$ cat src/rtl/phase_hist_accum.sv
// Phase-binned photon histogram: live saturating counters, snapshot shadow bank, registered readout.
// Optional macro PHASE_HIST_COINC_EN adds per-bin detect[0]&detect[1] coincidence counters (needs NCH>=2).
module phase_hist_accum #(
    parameter int NCH   = 4,
    parameter int NBINS = 4,
    parameter int CW    = 32
) (
    input  logic                     clkin,
    input  logic                     resetn,
    input  logic                     locked,
    input  logic [$clog2(NBINS)-1:0] phase_bin,
    input  logic [NCH-1:0]           detect,
    input  logic                     resethist,
    input  logic                     snap,
    output logic                     snap_done,
    input  logic [7:0]               rd_addr,
    output logic [CW-1:0]            rd_data,
    output logic                     overflow
);

    localparam int BW    = $clog2(NBINS);
    localparam int NLIVE = NBINS * (NCH + 1);
`ifdef PHASE_HIST_COINC_EN
    localparam int NTOT  = NLIVE + NBINS;
`else
    localparam int NTOT  = NLIVE;
`endif
    localparam logic [CW-1:0] FULL = {CW{1'b1}};

    // Flat bank layout matches the read address map: cyc, then ph[c][b], then co[b].
    logic [1:0]    sync_q;
    logic          resethist_q;
    logic [CW-1:0] live_q   [NTOT];
    logic [CW-1:0] live_d   [NTOT];
    logic [CW-1:0] shadow_q [NTOT];
    logic [NTOT-1:0] inc;
    logic          ovf_q, ovf_d;
    logic          snap_done_q;
    logic [CW-1:0] rd_data_q, rd_data_d;
    logic          cnt_en;

    function automatic logic [CW-1:0] sat_inc(input logic [CW-1:0] v, input logic hit);
        if (hit && (v != FULL))
            return v + {{(CW-1){1'b0}}, 1'b1};
        return v;
    endfunction

    assign cnt_en = locked & sync_q[1];

    always_comb begin
        inc = '0;
        for (int b = 0; b < NBINS; b++) begin
            if (phase_bin == BW'(b)) begin
                inc[b] = 1'b1;
                for (int c = 0; c < NCH; c++)
                    inc[NBINS + c*NBINS + b] = detect[c];
`ifdef PHASE_HIST_COINC_EN
                inc[NLIVE + b] = detect[0] & detect[1];
`endif
            end
        end
    end

    always_comb begin
        ovf_d = ovf_q;
        for (int i = 0; i < NTOT; i++)
            live_d[i] = live_q[i];
        if (resethist_q) begin
            ovf_d = 1'b0;
            for (int i = 0; i < NTOT; i++)
                live_d[i] = '0;
        end else if (cnt_en) begin
            for (int i = 0; i < NTOT; i++) begin
                live_d[i] = sat_inc(live_q[i], inc[i]);
                if (inc[i] && (live_q[i] == FULL))
                    ovf_d = 1'b1;
            end
        end
    end

    // A read on a snapshot edge forwards the value being captured, so the new shadow value appears at once.
    always_comb begin
        rd_data_d = '0;
        for (int i = 0; i < NTOT; i++)
            if (int'(rd_addr) == i)
                rd_data_d = snap ? live_q[i] : shadow_q[i];
    end

    always_ff @(posedge clkin or negedge resetn) begin
        if (!resetn) begin
            sync_q      <= 2'b00;
            resethist_q <= 1'b0;
            ovf_q       <= 1'b0;
            snap_done_q <= 1'b0;
            rd_data_q   <= '0;
            for (int i = 0; i < NTOT; i++) begin
                live_q[i]   <= '0;
                shadow_q[i] <= '0;
            end
        end else begin
            sync_q      <= {sync_q[0], 1'b1};
            resethist_q <= resethist;
            ovf_q       <= ovf_d;
            snap_done_q <= snap;
            rd_data_q   <= rd_data_d;
            for (int i = 0; i < NTOT; i++) begin
                live_q[i] <= live_d[i];
                if (snap)
                    shadow_q[i] <= live_q[i];
            end
        end
    end

    assign snap_done = snap_done_q;
    assign rd_data   = rd_data_q;
    assign overflow  = ovf_q;

endmodule

$ cat config.mk
export PLATFORM = sky130hd
export DESIGN_NAME = phase_hist_accum
export DESIGN_NICKNAME = d
export VERILOG_FILES = /design/src/rtl/phase_hist_accum.sv
export SDC_FILE = /design/constraint.sdc
export NUM_CORES = 2
export LEC_CHECK = 0
export ABC_AREA = 0
export CAP_MARGIN = 20
export CORE_ASPECT_RATIO = 0.8
export CORE_MARGIN = 1.5
export CORE_UTILIZATION = 50
export CTS_CLUSTER_SIZE = 8
export DETAILED_ROUTE_END_ITERATION = 8
export HOLD_SLACK_MARGIN = 0.1
export PLACE_DENSITY = 0.76
export SLEW_MARGIN = 20
export SYNTH_ARGS = -nofsm -noshare
export SYNTH_HDL_FRONTEND = slang
export SYNTH_SLANG_ARGS = --single-unit
$ cat constraint.sdc
create_clock -name clkin -period 2.8 [get_ports clkin]
set_input_delay 0.56 -clock clkin [delete_from_list [all_inputs] [get_ports clkin]]
set_output_delay 0.56 -clock clkin [all_outputs]
set_load 0.01 [all_outputs]
Congestion heat map:
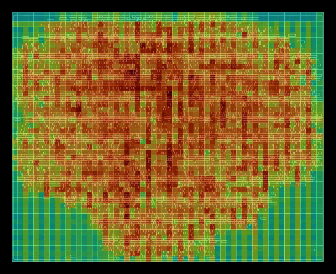
WL/cell: 26.7 um
GR Util met3: 0.111

Met2 routing:
(1 px per um) Cells faint in the background.
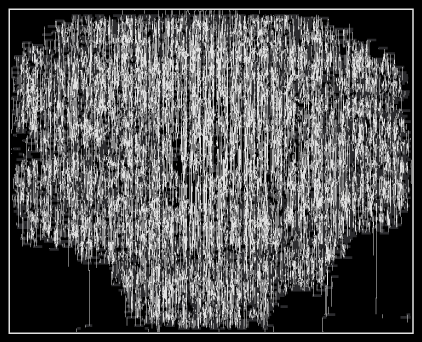
wire length on this layer = 90.1 mm
longest straight run = 130 um
DR vias: 51250
drt total wl: 218 mm
GRT met2 Usage: 0.467

The metal 3 layer:
(1 px per um)
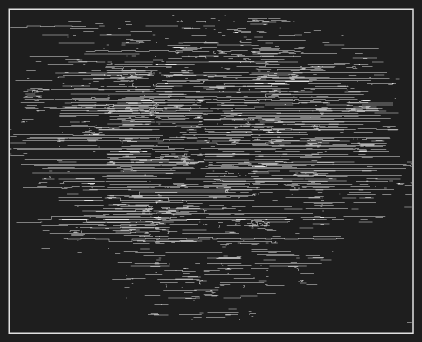
wire length on this layer = 26.3 mm
longest straight run = 209 um
main direction = horizontal

==> metrics.yaml <==
outcome:
  status: "finished, final reports clean"
clock_tree:
  cts_made_buffers: 183
  cts_tree: "built"
  path_clk_slew_ps: 50
  cts_htree_levels: 4
  worstSkewPairLatency_ps: 840
  ctsRootBufferMaster: "clkbuf_16"
  clockBufferDepth: 3
setup_path:
  cp_slowest_cell: "a311oi_1"
  critPathArrivalTime_ps: 3450
  ff2ff_path_depth: 9
  r2r_setup_slack_ps: 20
  path_cells: "nand4_1, buf_4, nor4_2, nand3_1, nor4_2, buf_4, a221o_1, o211ai_1, a311oi_1"
  criticalPathCategory: "flop to flop"
  rr_endpoint: "overflow$_DFFE_PN0P_"
  end_kind: "flop"
  slowest_delay_ps: 400
  crit_required_ps: 3470
  crit_start: "live_q[78]$_DFFE_PN0P_"
  r2r-start: "live_q[78]$_DFFE_PN0P_"
  path_max_fanout: 4
synthesis:
  synth.largest_area_cell: "dfrtp_1"
  avgSynthCellArea_um2: 10.8
  common_cells: "dfrtp_1 (1317), nor2_1 (767), mux2_2 (640)"
  area_leaders: "dfrtp_1 (52%), mux2_2 (11%), xnor2_1 (4.9%), nor2_1 (4.5%), xor2_1 (2.9%)"
  yosys_area_um2: 63800
  ys_cells: 5926
  enable_flop_cells: 0
  adder_share: 0.00392
  synth_warnings: 0
  synthesis.area_um2: 63800
  async_flop_share: 1.00
  most_common_cell: "dfrtp_1"
  ys_types: 85
  netlist_instances: 5926
  yosys.area_share.aoi: 0.0601
  ys_seq_share: 0.517
  ff_type: "dfrtp_1"
  logic_family: "simple AND/OR/NAND/NOR gates"
  xor_area_frac: 0.0776
detailed_routing:
  post-route-drc-count: 0
  first_pass_iters: 9
  viasPerCell: 6.26
  postRouteAntennaNets: 0
  drtIter0Drc: 6583
die:
  chipArea_um2: 130000
  die_h_um: 322
  ioPinCount: 53
  fp.dieW_um: 402
power_and_ir_drop:
  powerDensity_nw_per_um2: 543
  ir_worst_vdd_uv: 636
  power_mw: 41.3
  p_leak_nw: 34.1
final_layout:
  final_nets: 6543
  drive_gt1_frac: 0.248
  n_fill_cell: 9786
  layout_top_cell: "dfrtp_1"
  mostFrequentLayoutCells: "dfrtp_1 (1314), nor2_1 (764), mux2_2 (640)"
  area_growth_pct: 19.3
timing:
  max_freq_mhz: 359
  fin_skew_ps: 59.8
  setup-tns-final_ps: 0
  slew_viol_final: 0
  slew_headroom: 0.446
  fin_crit_sh: 0.994
  layout_setup_ws_ps: 16.1
  grt_setup_unrepaired: "yes"
run:
  max_cap_violations: 0
  warning_count: 31
placed_design:
  dp_hpwl_mm: 161
  place_ws_ps: -781
  gp_congestion: 1.06
global_routing:
  grt_pass1_vias: 49540
  grt_max_degree: 150
  grt.total_usage: 0.337
  antenna_found_initial: 24
  overflow: 0
worst_hold_path:
  hold_end: "resethist_q$_DFF_PN0_"
  hp-start: "resethist"
  hold_class: "input pin to flop"
where the power goes:
group | total [mW] | switching [mW] | internal [mW] | leakage [nW]
logic | 2.11 | 1.39 | 0.717 | 13.3
clock network | 20.0 | 8.41 | 11.6 | 2.42
registers | 19.1 | 0.0357 | 19.1 | 18.4
total | 41.3 | 9.84 | 31.5 | 34.1
critical path, delay by kind of cell, from the launching register on:
| kind | cells | cell delay [ps] |
|---|---|---|
| AND-OR/OR-AND | 3 | 720 |
| AND/OR/NAND/NOR | 4 | 1140 |
| buffers and inverters | 2 | 400 |
| flip-flops | 1 | 350 |
layer usage:
layer,track usage,vias to the layer above,share of wire
li1,-,22180,-
met4,0.116,20,0.036
met2,0.467,2641,0.41
met5,0,-,0.00066
met1,0.492,25975,0.43
met3,0.111,434,0.12
through the flow:
step,area [um^2],cells
floorplan,63800,5926
global placement,70900,7964
detailed placement,70900,7964
CTS,76000,8169
global route,76100,8174
finish,76100,8181
what timing repair did:
action,in CTS,in global routing
buffers inserted,0,5
hold buffers,2,0
hold endpoints to repair,558,0
setup endpoints to repair,3,50
gates resized,3,15
pin swaps,0,3
layout make-up:
type                            instances  area share
Multi-Input combinational cell       4192       0.384
Clock inverter                         16     0.00477
Tap cell                             1652      0.0272
Inverter                               75     0.00372
Sequential cell                      1317       0.433
Timing Repair Buffer                  735      0.0860
Antenna cell                            7    0.000230
Clock buffer                          187      0.0607
flip-flops by register name, summed over array words and instances (netlist names):
register and cells:
live_q 640, overflow 1, rd_data 32, resethist_q 1, shadow_q 640, snap_done 1
sync_q 2
Power and IR drop assume default switching activity.
